==> config.mk <==
export PLATFORM = sky130hd
export DESIGN_NAME = cut_sig_sweeper
export DESIGN_NICKNAME = d
export VERILOG_FILES = /design/src/rtl/cut_sig_sweeper.sv
export SDC_FILE = /design/constraint.sdc
export NUM_CORES = 1
export LEC_CHECK = 0
export CORE_AREA = 2 2 120 133
export CTS_BUF_LIST = sky130_fd_sc_hd__clkbuf_8
export CTS_CLUSTER_DIAMETER = 60
export DETAILED_ROUTE_END_ITERATION = 10
export DIE_AREA = 0 0 122 135
export MAX_ROUTING_LAYER = met4
export PLACE_DENSITY = 0.65
export SLEW_MARGIN = 20
export SYNTH_ARGS = -nofsm -noshare
export SYNTH_HDL_FRONTEND = slang
export SYNTH_SLANG_ARGS = --single-unit
==> constraint.sdc <==
create_clock -name clk -period 2.24 [get_ports clk]
set_input_delay 0.224 -clock clk [delete_from_list [all_inputs] [get_ports clk]]
set_output_delay 0.224 -clock clk [all_outputs]
set_load 0.03 [all_outputs]
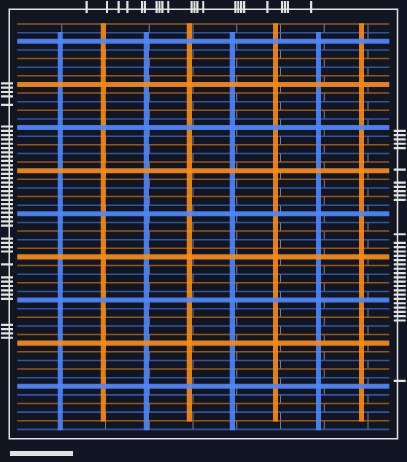
(run_1/power_grid.png)
Bar = 20 um. Pins as bars on the die edge. Tap cells in grey.
Key: VDD = orange; VSS = blue
The core has 47 rows. 99 signal pins sit on the boundary.
Core Footprint: 0.01500 mm^2
maximum vdd drop: 0.0008354 V
horizontal extent of the die: 122 um
vertical die dimension: 135 um

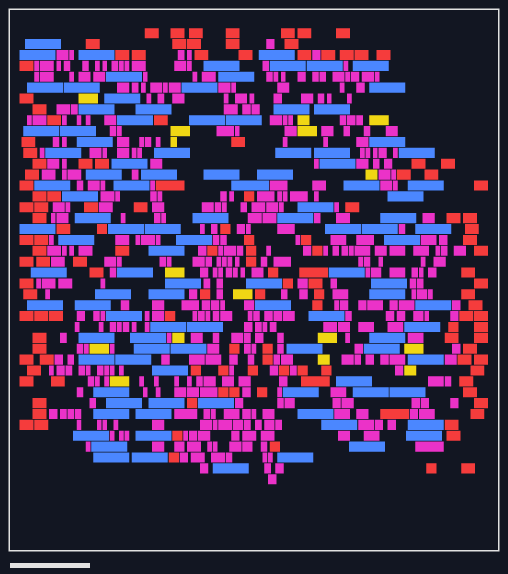
(run_1/placement_by_type.png)
Bar = 20 um.
Key: other buffers and delay cells = red [cells 136]; clock drivers and dummy loads = yellow [cells 16]; combinational and other logic = magenta [cells 443]; flops = blue [cells 110]
Design Area, Final: 0.007266 mm^2
Placement Rows: 47
utilization of the core after routing: 48.45%
register fraction of the total cell area: 37.90%

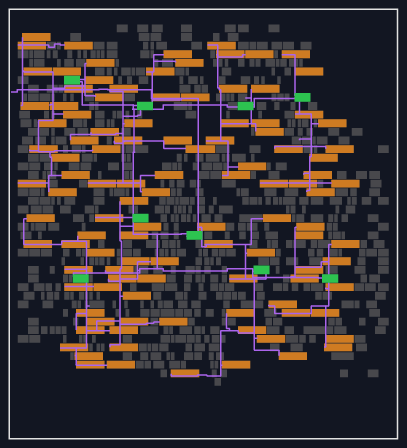
(run_1/clk_routes.png)
Key: flip-flops = orange [count 110]; clock wires = purple [length 1350 um]; clock drivers = green [count 9]
There are 10 routed clock nets.
power attributed to the clock group: 0.00117 W
insertion delay to the later sink of the worst-skew pair: 0.39 ns
final setup skew: 0.01546 ns

==> notes.md, run 1 <==
• CTS tree: done
• peak fanout along the critical path: 7
• dominant non-sequential cell family after synthesis: simple AND/OR/NAND/NOR gates
• total power divided by cell area: 817.9 mW/mm^2
• count of buffers from port buffering: 98
• xor and xnor fraction of the mapped netlist area: 8.645%
• period utilisation layout: 94.06%
• FA/HA/MAJ Cells, Area Fraction: 1.548%
• Yosys Warn Count: 0
• distinct cell type count of the synthesized netlist: 50
• initial drt markers: 369
• post-detail-place hpwl: 9998 um
• min-delay worst type: in2async
• crit path launch type: flop
• Post-CTS Resized: 1
• number of nets with antenna violations after routing: 0
• data required time at the worst endpoint: 2.54 ns
• outcome: complete, no violations
• arrival time reported for the critical path endpoint: 2.41 ns
• post-synthesis mux area share: 5.815%
• share of total power consumed by net switching: 36.95%
• number of remaining DRC errors: 0
• sequential-to-total area share from yosys stat: 48.64%
• pin count of the biggest net entering global routing: 57
• Fillers: 1423
• total chip power: 0.005943 W
• total global-route track usage: 18.46%
• Sink Count: 110
• number of flip-flops in the largest register: 32
• number of enable-type register cells in the synthesized netlist: 0
• most common flop cell mapped by yosys: sky130_fd_sc_hd__dfrtp_1
• clock transition time at the flip-flop clock pins of the worst setup and hold paths: 0.11 ns
• clock tree buffer depth: 2
• Worst setup EP type: flop
• gr ovfl total: 0
• number of max-capacitance violations reported: 0
• average wire length per cell after detail routing: 15.72 um
• Post-CTS Setup Repair Bufs: 0
• setup repair after global routing missed its margin: yes
• Lkg Pwr: 3.322 nW
• count of inserted antenna diode cells: 0
• Synthesized registers: 110
• Clock power frac: 19.7%
• instance tally after logic synthesis: 592
• net count after synthesis: 641
• number of hold buffers added after cts: 1
• most frequent logic cell in the layout: sky130_fd_sc_hd__nand2_1
• # nets final: 749
• final hold violations: 0
• worst slew margin relative to its limit: 61.80%
• post-synth area from yosys stat: 0.005659 mm^2
• number of cells in Yosys stat: 592
• starting density of the core: 37.74%
• antenna violations before repair: 0
• Worst Setup Path Type: reg2reg
• H-tree lvl count: 3
• TritonCTS buffer count: 9
• Final GP Congestion: 0.8760
• CTS Root Buffer Type: sky130_fd_sc_hd__clkbuf_8
• Top Ports: 99
• DRT Pass-1 Iters: 5
==> run 1: stage by stage <==
step           util, %  area [um^2]  worst slack [ns]  instances
6_report         48.45         7266            0.1330        901
3_5_place_dp     46.88         7029           0.01510        882
4_1_cts          48.20         7228           0.04046        899
5_1_grt          48.45         7266          -0.07935        901
3_3_place_gp     46.88         7029           0.09917        882
2_1_floorplan        -         5659           0.01313        592
==> run 1: cells in the mapped netlist, types with 2 or more instances <==
cell type                     n  share of area, %
sky130_fd_sc_hd__mux2i_1     25               4.4
sky130_fd_sc_hd__o221a_2     14               2.8
sky130_fd_sc_hd__ha_1         7               1.5
sky130_fd_sc_hd__nand3_1     33               2.9
sky130_fd_sc_hd__and2_1       3              0.33
sky130_fd_sc_hd__nor2_1      31               2.1
sky130_fd_sc_hd__a2bb2oi_1    2              0.31
sky130_fd_sc_hd__nand2_1    111               7.4
sky130_fd_sc_hd__nor3_1       9              0.80
sky130_fd_sc_hd__o41ai_1      2              0.31
sky130_fd_sc_hd__a31oi_1      7              0.77
sky130_fd_sc_hd__xor2_1      26               4.0
sky130_fd_sc_hd__inv_1        9              0.60
sky130_fd_sc_hd__dfrtp_1    110                49
sky130_fd_sc_hd__or3_1       21               2.3
sky130_fd_sc_hd__o211ai_1     7              0.93
sky130_fd_sc_hd__and3_1       7              0.77
sky130_fd_sc_hd__a21oi_1     13               1.1
sky130_fd_sc_hd__mux2_2       7               1.4
sky130_fd_sc_hd__o21ai_0     36               3.2
sky130_fd_sc_hd__nand4_1     10               1.1
sky130_fd_sc_hd__and4_1       2              0.31
sky130_fd_sc_hd__xnor2_1     28               4.3
sky130_fd_sc_hd__buf_2        3              0.27
sky130_fd_sc_hd__buf_6        2              0.40
sky130_fd_sc_hd__a221o_1      3              0.53
sky130_fd_sc_hd__nor4_1      10               1.1
sky130_fd_sc_hd__clkbuf_1    32               2.1
==> run 1: final cells by class <==
class | instances | area, um^2 | share of cell area, %
Clock inverter | 6 | 48.80 | 0.6716
Timing Repair Buffer | 136 | 1316 | 18.12
Inverter | 10 | 37.54 | 0.5166
Sequential cell | 110 | 2754 | 37.90
Multi-Input combinational cell | 433 | 2726 | 37.52
Clock buffer | 10 | 137.6 | 1.894
Tap cell | 196 | 245.2 | 3.375
==> run 1: routing by layer <==
layer,global-route usage (%),vias up,wire length [um]
met3,5.068,12,930
li1,-,2289,-
met5,-,-,0
met2,26.04,153,6271
met1,26.57,2300,6821
met4,4.023,0,140
==> run 1: power groups by stage <==
stage,clock network (W),logic [W],registers (W)
final,0.00117,0.00221,0.00256
after global routing,0.00130,0.00239,0.00261
after CTS,0.00122,0.00223,0.00257
after detailed placement,0,0.00222,0.00260
after global placement,0,0.00219,0.00258
after floorplan,0,0.000737,0.00315
==> run 1: critical path, stage by stage (launching register included) <==
cell	delay [ns]
sky130_fd_sc_hd__dfrtp_1	0.42
sky130_fd_sc_hd__xnor2_2	0.15
sky130_fd_sc_hd__nand3_1	0.09
sky130_fd_sc_hd__or4_4	0.50
sky130_fd_sc_hd__or2_4	0.28
sky130_fd_sc_hd__a222oi_1	0.33
sky130_fd_sc_hd__mux2i_1	0.25
==> run 2, diff against run 1 <==
- CAP_MARGIN: unset -> 20
==> notes.md, run 2 <==
• Synthesized registers: 110, unchanged
• leading cell type by number of instances after synthesis: sky130_fd_sc_hd__nand2_1, unchanged
• leading cell types by total area after synthesis: sky130_fd_sc_hd__dfrtp_1 (49%), sky130_fd_sc_hd__nand2_1 (7.4%), sky130_fd_sc_hd__mux2i_1 (4.4%), unchanged
• outcome: complete, no violations, unchanged
• maximum vdd drop: 0.0008354 V, unchanged
• TritonCTS buffer count: 9, unchanged
• DRT Pass-1 Iters: 5, unchanged
• placed cell area: 0.007029 mm^2, unchanged
• number of enable-type register cells in the synthesized netlist: 0, unchanged
• antenna violations before repair: 0, unchanged
• number of max-capacitance violations reported: 0, unchanged
• Clock power frac: 19.7%, about the same
• sequential-to-total area share from yosys stat: 48.64%, unchanged
• leading cell types by count after synthesis: sky130_fd_sc_hd__nand2_1 (111), sky130_fd_sc_hd__dfrtp_1 (110), sky130_fd_sc_hd__o21ai_0 (36), sky130_fd_sc_hd__nand3_1 (33), sky130_fd_sc_hd__clkbuf_1 (32), unchanged
• worst slew margin relative to its limit: 61.80%, unchanged
• clock transition time at the flip-flop clock pins of the worst setup and hold paths: 0.11 ns, about the same
• Top Ports: 99, unchanged
• FF/Latch Area: 0.002754 mm^2, unchanged
• setup repair after global routing missed its margin: yes, unchanged
• crit path launch type: flop, unchanged
• arrival time reported for the critical path endpoint: 2.41 ns, about the same
• # nets final: 749, unchanged
• distinct cell type count of the synthesized netlist: 50, unchanged
• most common flop cell mapped by yosys: sky130_fd_sc_hd__dfrtp_1, unchanged
• total global-route track usage: 18.46%, unchanged
• Core Footprint: 0.01500 mm^2, unchanged
• insertion delay to the later sink of the worst-skew pair: 0.39 ns, about the same
• period utilisation layout: 94.06%, unchanged
• data required time at the worst endpoint: 2.54 ns, about the same
• post-synth area from yosys stat: 0.005659 mm^2, unchanged
• Worst Setup Path Type: reg2reg, unchanged
• net count after synthesis: 641, unchanged
• Final GP Congestion: 0.8760, unchanged
• number of nets with antenna violations after routing: 0, unchanged
• pin count of the biggest net entering global routing: 57, unchanged
• Sink Count: 110, unchanged
• count of inserted antenna diode cells: 0, unchanged
• instance tally after logic synthesis: 592, unchanged
• CTS tree: done, unchanged
• number of cells in Yosys stat: 592, unchanged
• clock tree buffer depth: 2, unchanged
• horizontal extent of the die: 122 um, unchanged
• count of buffers from port buffering: 98, unchanged
• Placed Cells: 882, unchanged
• total chip power: 0.005943 W, unchanged
• Placement Rows: 47, unchanged
• vertical die dimension: 135 um, unchanged
• Design Area, Final: 0.007266 mm^2, unchanged
• peak fanout along the critical path: 7, unchanged
• initial drt markers: 369, unchanged
• average wire length per cell after detail routing: 15.72 um, unchanged
• Worst setup EP type: flop, unchanged
• share of total power consumed by net switching: 36.95%, unchanged
• min-delay worst type: in2async, unchanged
• post-detail-place hpwl: 9998 um, unchanged
• largest area contributor in the netlist: sky130_fd_sc_hd__dfrtp_1, unchanged
• total power divided by cell area: 817.9 mW/mm^2, unchanged
• Yosys Warn Count: 0, unchanged
• starting density of the core: 37.74%, unchanged
• most frequent logic cell in the layout: sky130_fd_sc_hd__nand2_1, unchanged
[run 2: layout make-up]
cell class                      instances  share of cell area, %
Tap cell                              196                  3.375
Inverter                               10                 0.5166
Sequential cell                       110                  37.90
Clock buffer                           10                  1.894
Clock inverter                          6                 0.6716
Multi-Input combinational cell        433                  37.52
Timing Repair Buffer                  136                  18.12
[run 2: power groups by stage]
| stage | Combinational [W] | Clock, W | Sequential [W] |
|---|---|---|---|
| 2_1_floorplan | 0.000737 | 0 | 0.00315 |
| 3_3_place_gp | 0.00219 | 0 | 0.00258 |
| 3_5_place_dp | 0.00222 | 0 | 0.00260 |
| 4_1_cts | 0.00223 | 0.00122 | 0.00257 |
| 5_1_grt | 0.00239 | 0.00130 | 0.00261 |
| 6_report | 0.00221 | 0.00117 | 0.00256 |
[run 2: cell families after synthesis]
group                    count (synthesis)  synth area share (%)
AND-OR/OR-AND                           95                 11.67
XOR/XNOR                                55                 8.645
adder cells (fa/ha/maj)                  7                 1.548
buffers and inverters                   49                 3.670
flip-flops                             110                 48.64
multiplexers                            32                 5.815
AND/OR/NAND/NOR                        244                 20.01
[run 2: metal layers]
| layer | track usage, % | vias to the layer above | wire length (um) |
|---|---|---|---|
| met4 | 4.023 | 0 | 140 |
| met3 | 5.068 | 12 | 930 |
| met5 | - | - | 0 |
| met1 | 26.57 | 2300 | 6821 |
| li1 | - | 2289 | - |
| met2 | 26.04 | 153 | 6271 |
[run 2: stage by stage]
stage,hold slack [ns],TNS [ns],setup slack (ns)
floorplan,-0.07159,0,0.01313
global placement,0.2462,0,0.09917
detailed placement,0.2556,0,0.01510
CTS,0.3722,0,0.04046
global route,0.4001,-0.09857,-0.07935
finish,0.3622,0,0.1330
[run 2: critical path: stages, from the launching register on]
cell	delay [ns]
sky130_fd_sc_hd__dfrtp_1	0.42
sky130_fd_sc_hd__xnor2_2	0.15
sky130_fd_sc_hd__nand3_1	0.09
sky130_fd_sc_hd__or4_4	0.50
sky130_fd_sc_hd__or2_4	0.28
sky130_fd_sc_hd__a222oi_1	0.33
sky130_fd_sc_hd__mux2i_1	0.25
[run 2: what timing repair did]
item / CTS / global route
endpoints found under the hold margin: 38 / 0
gates resized: 1 / 6
endpoints found under the setup margin: 1 / 29
buffers inserted: 0 / 2
pin swaps: 1 / 4
cloned: 0 / 0
hold buffers: 1 / 0
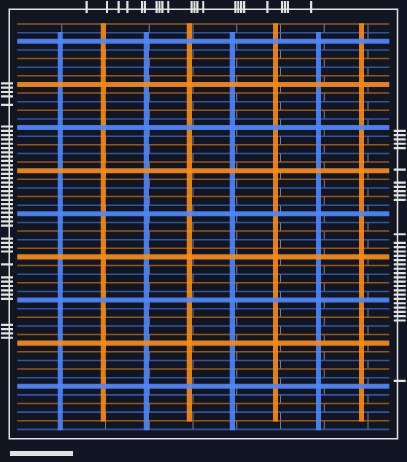
(run_2/power_grid.png)
Bar = 20 um. Pins as bars on the die edge. Tap cells in grey.
Key: VDD = orange; VSS = blue
196 tap cells. 9 straps on met5. 8 straps on met4. The core has 47 rows. 48 met1 rails follow the rows.

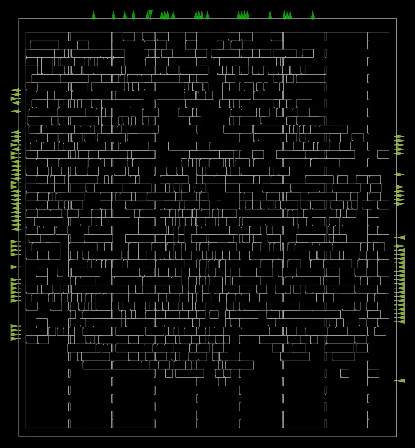
(run_2/placement.png)
Fillers: 1423
non-filler cells, final: 901
number of well-tap cells placed: 196
sequential cells: 110

Power is estimated from default activity; no workload was simulated.
